Run 1, clock routing:
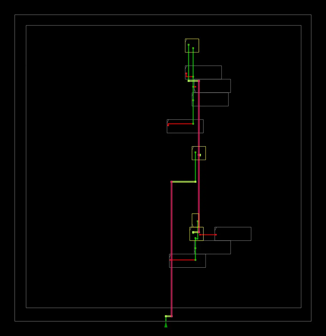
Run 1, clock network drawn from the DEF:
Scale bar: 20 um.
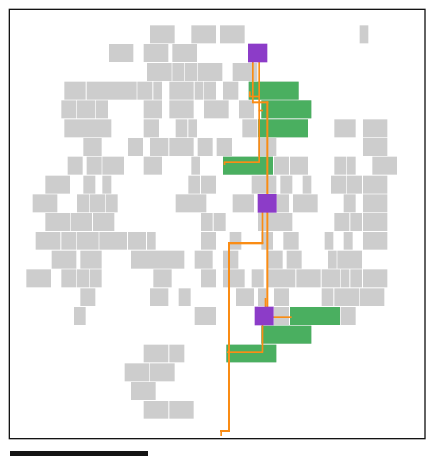
Run 1, sequential cells grouped by signal name:
Other cells in grey.
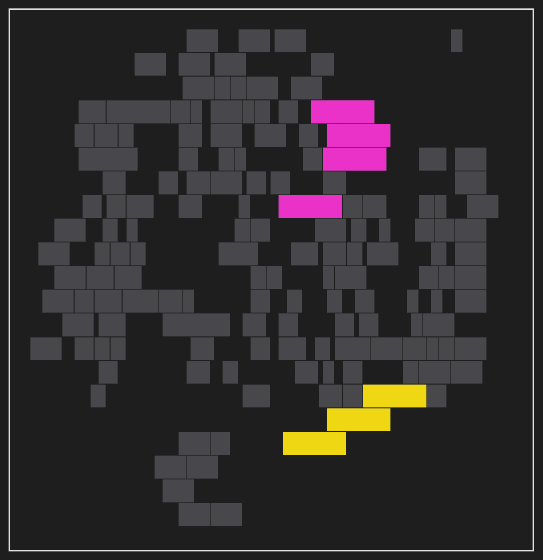
Run 1, selected gate families:
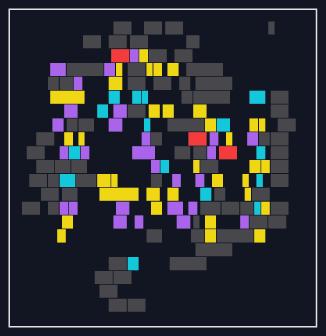
==> src/rtl/multicycle_ctrl_if.sv <==
`default_nettype none
// ============================================================================
//  Module   : multicycle_ctrl_if
//  Purpose  : Bundle between the multi-cycle sequencer and the MIPS-lite
//             datapath. Datapath -> controller: instruction fields, ALU zero
//             flag and memory ready handshakes. Controller -> datapath:
//             write strobes, mux selects, instruction-done and trap status.
//  Modports : master = controller side, slave = datapath side
//  Revision : 1.0  initial release
// ============================================================================
interface multicycle_ctrl_if;
  logic [5:0] opcode;
  logic [5:0] funct;
  logic       Zero;
  logic       IMReady;
  logic       DMReady;
  logic       PCWr;
  logic       IRWr;
  logic       nPC_sel;
  logic       Jump;
  logic       RegWr;
  logic       RegDst;
  logic [1:0] ExtOp;
  logic       ALUSrc;
  logic [2:0] ALUctr;
  logic       MemRd;
  logic       MemWr;
  logic       MemtoReg;
  logic       InstrDone;
  logic       Illegal;

  modport master (
    input  opcode, funct, Zero, IMReady, DMReady,
    output PCWr, IRWr, nPC_sel, Jump, RegWr, RegDst, ExtOp, ALUSrc, ALUctr,
           MemRd, MemWr, MemtoReg, InstrDone, Illegal
  );

  modport slave (
    output opcode, funct, Zero, IMReady, DMReady,
    input  PCWr, IRWr, nPC_sel, Jump, RegWr, RegDst, ExtOp, ALUSrc, ALUctr,
           MemRd, MemWr, MemtoReg, InstrDone, Illegal
  );
endinterface
`default_nettype wire

==> src/rtl/multicycle_ctrl.sv <==
`default_nettype none
// ============================================================================
//  Module   : multicycle_ctrl
//  Purpose  : Multi-cycle sequencing FSM for the MIPS-lite datapath. Steps
//             each instruction through FETCH/DECODE/EXEC/MEM/WB, issuing
//             one-cycle write strobes and holding mux selects, and stalls on
//             the instruction/data memory ready handshakes.
//  Ports    : Clk    - clock, rising edge
//             Reset  - synchronous, active-low reset
//             bus    - multicycle_ctrl_if.master (fields, flags, strobes,
//                      selects, InstrDone, Illegal)
//  Params   : TRAP_HALT - 1: illegal opcode traps until reset,
//                         0: illegal opcode retires as a NOP
//  Revision : 1.0  initial release
// ============================================================================
module multicycle_ctrl #(
  parameter bit TRAP_HALT = 1'b1
) (
  input  logic              Clk,
  input  logic              Reset,
  multicycle_ctrl_if.master bus
);

  localparam logic [5:0] c_op_rtype = 6'b000000;
  localparam logic [5:0] c_op_ori   = 6'b001101;
  localparam logic [5:0] c_op_lui   = 6'b001111;
  localparam logic [5:0] c_op_lw    = 6'b100011;
  localparam logic [5:0] c_op_sw    = 6'b101011;
  localparam logic [5:0] c_op_beq   = 6'b000100;
  localparam logic [5:0] c_op_j     = 6'b000010;
  localparam logic [5:0] c_fn_addu  = 6'b100001;
  localparam logic [5:0] c_fn_subu  = 6'b100011;

  typedef enum logic [2:0] {
    S_FETCH, S_DECODE, S_EXEC, S_MEM, S_WB, S_TRAP
  } state_t;

  typedef enum logic [3:0] {
    I_ILL, I_ADDU, I_SUBU, I_ORI, I_LUI, I_LW, I_SW, I_BEQ, I_J
  } instr_t;

  function automatic instr_t decode(input logic [5:0] op, input logic [5:0] fn);
    instr_t r;
    r = I_ILL;
    case (op)
      c_op_rtype: begin
        if (fn == c_fn_addu)      r = I_ADDU;
        else if (fn == c_fn_subu) r = I_SUBU;
        else                      r = I_ILL;
      end
      c_op_ori: r = I_ORI;
      c_op_lui: r = I_LUI;
      c_op_lw:  r = I_LW;
      c_op_sw:  r = I_SW;
      c_op_beq: r = I_BEQ;
      c_op_j:   r = I_J;
      default:  r = I_ILL;
    endcase
    return r;
  endfunction

  state_t state_q, state_d;
  instr_t cls_q, cls_d;   // decoded instruction, captured in DECODE

  instr_t     dec_cls;
  instr_t     sel_cls;
  logic       sel_en;
  logic       pc_wr, ir_wr, reg_wr, mem_rd, mem_wr, instr_done, illegal;
  logic       npc_sel, jump, reg_dst, alu_src, mem_to_reg;
  logic [1:0] ext_op;
  logic [2:0] alu_ctr;

  always_ff @(posedge Clk) begin
    if (!Reset) begin
      state_q <= S_FETCH;
      cls_q   <= I_ILL;
    end else begin
      state_q <= state_d;
      cls_q   <= cls_d;
    end
  end

  // Sequencing and strobes. Strobes depend on the ready inputs in the same
  // cycle so that a ready-high memory costs no extra cycles.
  always_comb begin
    state_d    = state_q;
    cls_d      = cls_q;
    dec_cls    = decode(bus.opcode, bus.funct);
    pc_wr      = 1'b0;
    ir_wr      = 1'b0;
    reg_wr     = 1'b0;
    mem_rd     = 1'b0;
    mem_wr     = 1'b0;
    instr_done = 1'b0;
    illegal    = 1'b0;
    case (state_q)
      S_FETCH: begin
        if (bus.IMReady) begin
          ir_wr   = 1'b1;
          pc_wr   = 1'b1;
          state_d = S_DECODE;
        end
      end
      S_DECODE: begin
        cls_d = dec_cls;
        if (dec_cls == I_J) begin
          pc_wr      = 1'b1;
          instr_done = 1'b1;
          state_d    = S_FETCH;
        end else if (dec_cls == I_ILL) begin
          if (TRAP_HALT) begin
            state_d = S_TRAP;
          end else begin
            instr_done = 1'b1;
            state_d    = S_FETCH;
          end
        end else begin
          state_d = S_EXEC;
        end
      end
      S_EXEC: begin
        if (cls_q == I_BEQ) begin
          pc_wr      = bus.Zero;
          instr_done = 1'b1;
          state_d    = S_FETCH;
        end else if (cls_q == I_LW || cls_q == I_SW) begin
          state_d = S_MEM;
        end else begin
          state_d = S_WB;
        end
      end
      S_MEM: begin
        // A single request is held until the memory reports completion.
        if (cls_q == I_LW) begin
          mem_rd = 1'b1;
          if (bus.DMReady) state_d = S_WB;
        end else begin
          mem_wr = 1'b1;
          if (bus.DMReady) begin
            instr_done = 1'b1;
            state_d    = S_FETCH;
          end
        end
      end
      S_WB: begin
        reg_wr     = 1'b1;
        instr_done = 1'b1;
        state_d    = S_FETCH;
      end
      S_TRAP: begin
        illegal = 1'b1;
      end
      default: state_d = S_FETCH;
    endcase
  end

  // Selects are live from DECODE to the end of the instruction. In DECODE the
  // instruction fields come straight from the IR; afterwards from cls_q.
  always_comb begin
    sel_cls    = (state_q == S_DECODE) ? dec_cls : cls_q;
    sel_en     = (state_q == S_DECODE) || (state_q == S_EXEC) ||
                 (state_q == S_MEM)    || (state_q == S_WB);
    npc_sel    = 1'b0;
    jump       = 1'b0;
    reg_dst    = 1'b0;
    alu_src    = 1'b0;
    mem_to_reg = 1'b0;
    ext_op     = 2'b00;
    alu_ctr    = 3'b000;
    if (sel_en) begin
      case (sel_cls)
        I_ADDU: reg_dst = 1'b1;
        I_SUBU: begin reg_dst = 1'b1; alu_ctr = 3'b001; end
        I_ORI:  begin alu_ctr = 3'b010; alu_src = 1'b1; end
        I_LUI:  begin alu_ctr = 3'b010; alu_src = 1'b1; ext_op = 2'b10; end
        I_LW:   begin alu_src = 1'b1; ext_op = 2'b01; mem_to_reg = 1'b1; end
        I_SW:   begin alu_src = 1'b1; ext_op = 2'b01; end
        I_BEQ:  begin alu_ctr = 3'b001; ext_op = 2'b01; npc_sel = 1'b1; end
        I_J:    jump = 1'b1;
        default: ;
      endcase
    end
  end

  // Everything is forced low during reset so a half-finished access is dropped.
  assign bus.PCWr      = Reset & pc_wr;
  assign bus.IRWr      = Reset & ir_wr;
  assign bus.nPC_sel   = Reset & npc_sel;
  assign bus.Jump      = Reset & jump;
  assign bus.RegWr     = Reset & reg_wr;
  assign bus.RegDst    = Reset & reg_dst;
  assign bus.ExtOp     = Reset ? ext_op  : 2'b00;
  assign bus.ALUSrc    = Reset & alu_src;
  assign bus.ALUctr    = Reset ? alu_ctr : 3'b000;
  assign bus.MemRd     = Reset & mem_rd;
  assign bus.MemWr     = Reset & mem_wr;
  assign bus.MemtoReg  = Reset & mem_to_reg;
  assign bus.InstrDone = Reset & instr_done;
  assign bus.Illegal   = Reset & illegal;

endmodule
`default_nettype wire

==> src/flat_wrapper.sv <==
// flat-port wrapper written by rule: the top's interface ports become plain ports
module multicycle_ctrl_flat 
#(
  parameter bit TRAP_HALT = 1'b1
)
  (Clk, Reset, bus_opcode, bus_funct, bus_Zero, bus_IMReady, bus_DMReady, bus_PCWr, bus_IRWr, bus_nPC_sel, bus_Jump, bus_RegWr, bus_RegDst, bus_ExtOp, bus_ALUSrc, bus_ALUctr, bus_MemRd, bus_MemWr, bus_MemtoReg, bus_InstrDone, bus_Illegal);
  multicycle_ctrl_if bus_i ();
  input  logic Clk;
  input  logic Reset;
  input wire logic [$bits(bus_i.opcode)-1:0] bus_opcode;
  input wire logic [$bits(bus_i.funct)-1:0] bus_funct;
  input wire logic [$bits(bus_i.Zero)-1:0] bus_Zero;
  input wire logic [$bits(bus_i.IMReady)-1:0] bus_IMReady;
  input wire logic [$bits(bus_i.DMReady)-1:0] bus_DMReady;
  output wire logic [$bits(bus_i.PCWr)-1:0] bus_PCWr;
  output wire logic [$bits(bus_i.IRWr)-1:0] bus_IRWr;
  output wire logic [$bits(bus_i.nPC_sel)-1:0] bus_nPC_sel;
  output wire logic [$bits(bus_i.Jump)-1:0] bus_Jump;
  output wire logic [$bits(bus_i.RegWr)-1:0] bus_RegWr;
  output wire logic [$bits(bus_i.RegDst)-1:0] bus_RegDst;
  output wire logic [$bits(bus_i.ExtOp)-1:0] bus_ExtOp;
  output wire logic [$bits(bus_i.ALUSrc)-1:0] bus_ALUSrc;
  output wire logic [$bits(bus_i.ALUctr)-1:0] bus_ALUctr;
  output wire logic [$bits(bus_i.MemRd)-1:0] bus_MemRd;
  output wire logic [$bits(bus_i.MemWr)-1:0] bus_MemWr;
  output wire logic [$bits(bus_i.MemtoReg)-1:0] bus_MemtoReg;
  output wire logic [$bits(bus_i.InstrDone)-1:0] bus_InstrDone;
  output wire logic [$bits(bus_i.Illegal)-1:0] bus_Illegal;
  assign bus_i.opcode = bus_opcode;
  assign bus_i.funct = bus_funct;
  assign bus_i.Zero = bus_Zero;
  assign bus_i.IMReady = bus_IMReady;
  assign bus_i.DMReady = bus_DMReady;
  assign bus_PCWr = bus_i.PCWr;
  assign bus_IRWr = bus_i.IRWr;
  assign bus_nPC_sel = bus_i.nPC_sel;
  assign bus_Jump = bus_i.Jump;
  assign bus_RegWr = bus_i.RegWr;
  assign bus_RegDst = bus_i.RegDst;
  assign bus_ExtOp = bus_i.ExtOp;
  assign bus_ALUSrc = bus_i.ALUSrc;
  assign bus_ALUctr = bus_i.ALUctr;
  assign bus_MemRd = bus_i.MemRd;
  assign bus_MemWr = bus_i.MemWr;
  assign bus_MemtoReg = bus_i.MemtoReg;
  assign bus_InstrDone = bus_i.InstrDone;
  assign bus_Illegal = bus_i.Illegal;
  multicycle_ctrl #(.TRAP_HALT(TRAP_HALT)) u_core (.Clk(Clk), .Reset(Reset), .bus(bus_i));
endmodule
==> config.mk <==
export PLATFORM = sky130hd
export DESIGN_NAME = multicycle_ctrl_flat
export DESIGN_NICKNAME = d
export VERILOG_FILES = /design/src/rtl/multicycle_ctrl_if.sv /design/src/rtl/multicycle_ctrl.sv /design/src/flat_wrapper.sv
export SDC_FILE = /design/constraint.sdc
export NUM_CORES = 1
export LEC_CHECK = 0
export CAP_MARGIN = 20
export CORE_AREA = 2 2 58 60
export DETAILED_ROUTE_END_ITERATION = 7
export DIE_AREA = 0 0 60 62
export SLEW_MARGIN = 5
export SYNTH_ARGS = -nofsm -noshare
export SYNTH_HDL_FRONTEND = slang
export SYNTH_SLANG_ARGS = --single-unit
==> constraint.sdc <==
create_clock -name Clk -period 7.62 [get_ports Clk]
set_input_delay 1.905 -clock Clk [delete_from_list [all_inputs] [get_ports Clk]]
set_output_delay 1.905 -clock Clk [all_outputs]
set_load 0.01 [all_outputs]
==> changes_impl.md, run 1 <==
## Implementation

- Status: complete, no violations
- Reg2Reg Setup Slack: 5.43 ns
- TritonCTS Sinks: 7
- Wire length on met2: 1110 um
- Clock buffers: 4
- Max-Cap Viols: 0
- Global placement routability congestion: 0.768
- Async SR Flop Fraction: 0
- Main logic family: simple AND/OR/NAND/NOR gates
- WL met3: 81 um
- Fp_density: 0.283
- Area delta synth->final: 41.0%
- Vias/cell: 5.05
- Fmax achieved: 153 MHz
- Critical R2R Capture: u_core.cls_q[1]$_SDFF_PN0_
- P_int: 0.0000847 W
- Comb group: 0.0000505 W
- Yosys synthesis warning count: 0
- Area fraction in compound gates: 0.292
- Distinct cells, synth: 48
- Via count: 985
- Worst Path Arrival: 4.62 ns
- Tot Pwr: 0.000128 W
- FF-to-FF Start: u_core.state_q[0]$_SDFFE_PN0P_
- Clk cell area share: 0.0207
- Port bufs: 32
Back to the opening pictures, 'clock routing':
Final Skew: 0.00230 ns
Clock group: 0.0000334 W
registers: 7
Num CTS Buffers: 3

Back to the opening pictures, 'clock network drawn from the DEF':
[orange] clock wires | length: 122 um
[green] flip-flops | count: 7
[purple] clock drivers | count: 3
routed clock nets	4
clk latency late pin: 0.25 ns
Clock power frac: 0.260

Back to the opening pictures, 'sequential cells grouped by signal name':
colour	netlist name	placed flops
magenta	`u_core.cls_q`	4
yellow	`u_core.state_q`	3
Final Util: 0.399
FF/Latch Area: 140 um^2
Seq/total area: 0.110
Seq power: 0.0000444 W

Back to the opening pictures, 'selected gate families':
colour	family	cells	most used
cyan	NAND gates	15	nand2b_1
purple	inverting AOI/OAI gates	27	o21ai_0
red	multiplexers	3	mux2i_1
yellow	NOR gates	34	nor2b_1
Top cell excl fill/tap: clkdlybuf4s50_1
final cell count without fillers: 195
Comb/total area: 0.571

## run 1: layout by cell type (no fill, tap or decap), drive strengths merged, types with 3 or more instances in the layout
master         instances
clkdlybuf4s50         32
nor2b                 11
nor2                   9
o21ai                  9
nor3                   7
dfxtp                  7
and2                   6
a21oi                  6
nand2b                 5
nor3b                  5
nand2                  4
clkbuf                 4
o22ai                  3
nand3                  3
mux2i                  3
a211oi                 3
## run 1: flip-flops by register name (all words and copies together) (netlist names)
signal,cells
u_core.cls_q,4
u_core.state_q,3
## run 1: worst min-delay path, cell delays in order (launching register included)
cell     delay, ns
dfxtp_1       0.34
and2_1        0.16
a21oi_1       0.07
nor2b_1       0.09
## Run 2: what changed since run 1
- CAP_MARGIN: 20 -> 0
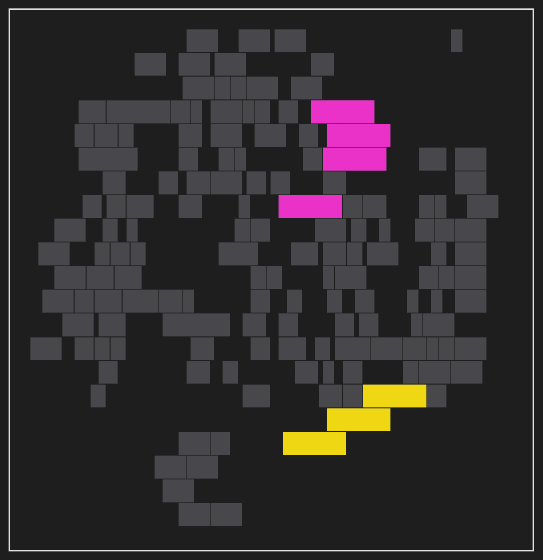
Run 2: sequential cells grouped by signal name
Other cells in grey.
colour	netlist name	placed flops
magenta	`u_core.cls_q`	4
yellow	`u_core.state_q`	3

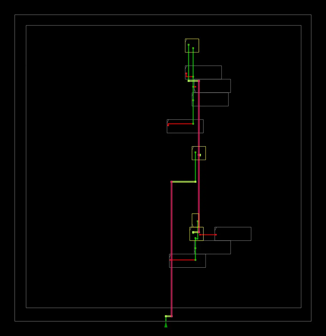
Run 2: clock routing
TritonCTS Sinks: 7
clock buffers: 4

==> changes_impl.md, run 2 <==
## Implementation

- Registers: 7
- Largest register FFs: 4
- Final cell count without fillers: 195
- Clk cell area share: 0.0207
- Comb group: 0.0000505 W
- Wire length on met2: 1110 um
- Most flop-heavy register: u_core.cls_q
- FF/Latch Area: 140 um^2
- Final Skew: 0.00230 ns
- Most frequent cells in the layout: 32 x clkdlybuf4s50_1, 11 x nor2b_1, 9 x nor2_1, 9 x o21ai_0
- Fp_density: 0.283
- Vias/cell: 5.05
- Critical R2R Capture: u_core.cls_q[1]$_SDFF_PN0_
- Global placement routability congestion: 0.768
- Status: complete, no violations
- Async SR Flop Fraction: 0
- Seq/total area: 0.110
- Clock group: 0.0000334 W
- P_int: 0.0000847 W
- Max-Cap Viols: 0
- Reg2Reg Setup Slack: 5.43 ns
- Num CTS Buffers: 3
- Top cell excl fill/tap: clkdlybuf4s50_1
- Clk latency late pin: 0.25 ns
- Tot Pwr: 0.000128 W
- Port bufs: 32
- Worst Path Arrival: 4.62 ns
run 2: cell counts in the layout (fill, tap and decap cells not counted):
Identical to the previous run, type by type.
run 2: logic make-up (layout without fill, tap and decap cells):
kind of cell / Yosys count / in the layout / synth area share
DFF: 7 / 7 / 0.156
buffers and inverters: 7 / 36 / 0.0389
muxes: 3 / 3 / 0.0333
other: 1 / 1 / 0.00416
and+or+nand+nor: 64 / 64 / 0.457
AOI/OAI and AO/OA: 36 / 36 / 0.292
xor gates and xnor gates: 2 / 2 / 0.0194
run 2: through the flow:
step           hold WS (ns)   util  instance area, um^2
2_1_floorplan         0.590      -                  901
3_3_place_gp          0.689  0.391                 1240
3_5_place_dp          0.675  0.391                 1240
4_1_cts               0.697  0.399                 1270
5_1_grt               0.772  0.399                 1270
6_report              0.697  0.399                 1270
## Run 3: what changed since run 2
- CAP_MARGIN: 0 -> 20
- CTS_CLUSTER_SIZE: default -> 10
==> changes_impl.md, run 3 <==
## Implementation

- Distinct cells, synth: 48
- FF/Latch Area: 140 um^2
- Adder Area Share: 0
- Largest register FFs: 4
- XOR/XNOR Fraction of Synth Area: 0.0194
- Async SR Flop Fraction: 0
- Fp_density: 0.283
- Wire length on met2: 1110 um
- Area fraction in compound gates: 0.292
- Critical R2R Capture: u_core.cls_q[1]$_SDFF_PN0_
- Via count: 985
- Placed cell areas: 0.00124 mm^2
- Most flop-heavy register: u_core.cls_q
- Hold WS: 0.697 ns
- Top cell excl fill/tap: clkdlybuf4s50_1
- Status: complete, no violations
- Final Skew: 0.00230 ns
- Global placement routability congestion: 0.768
- Reg2Reg Setup Slack: 5.43 ns
- Port bufs: 32
- Clk latency late pin: 0.25 ns
- P_int: 0.0000847 W
-- run 3: power by group through the flow --
stage	Sequential [W]	Combinational (W)	Clock, W
after floorplan	0.0000407	0.0000359	0
after global placement	0.0000449	0.0000499	0
after detailed placement	0.0000450	0.0000503	0
after CTS	0.0000443	0.0000506	0.0000352
after global routing	0.0000453	0.0000559	0.0000361
final	0.0000444	0.0000505	0.0000334
-- run 3: kinds of logic after synthesis --
kind of cell	after synthesis
flops	7
other cells	1
xor+xnor	2
mux	3
simple gates	64
compound gates	36
buf+inv	7
-- run 3: layout make-up --
class | count | area share
multi-input combinational | 106 | 0.571
sequential | 7 | 0.110
timing repair buffer | 32 | 0.252
tap | 46 | 0.0453
clock buffer | 4 | 0.0207
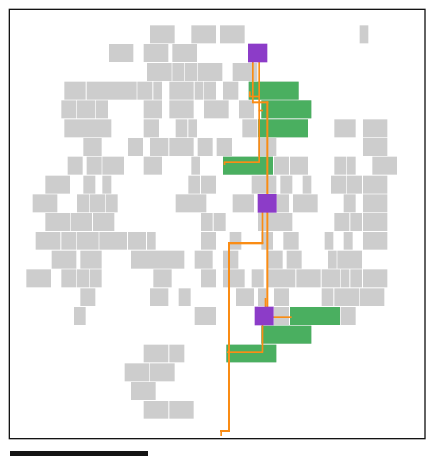
Run 3: clock network drawn from the DEF
Scale bar: 20 um.
[green] flip-flops | count: 7
[orange] clock wires | length: 122 um
[purple] clock drivers | count: 3
routed clock nets	4

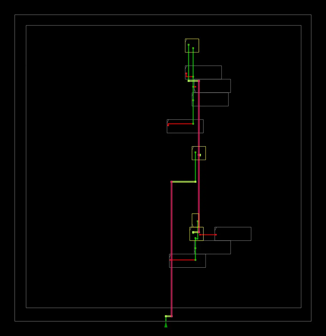
Run 3: clock routing

No activity file was given, so power comes from the tool's default toggle rates.
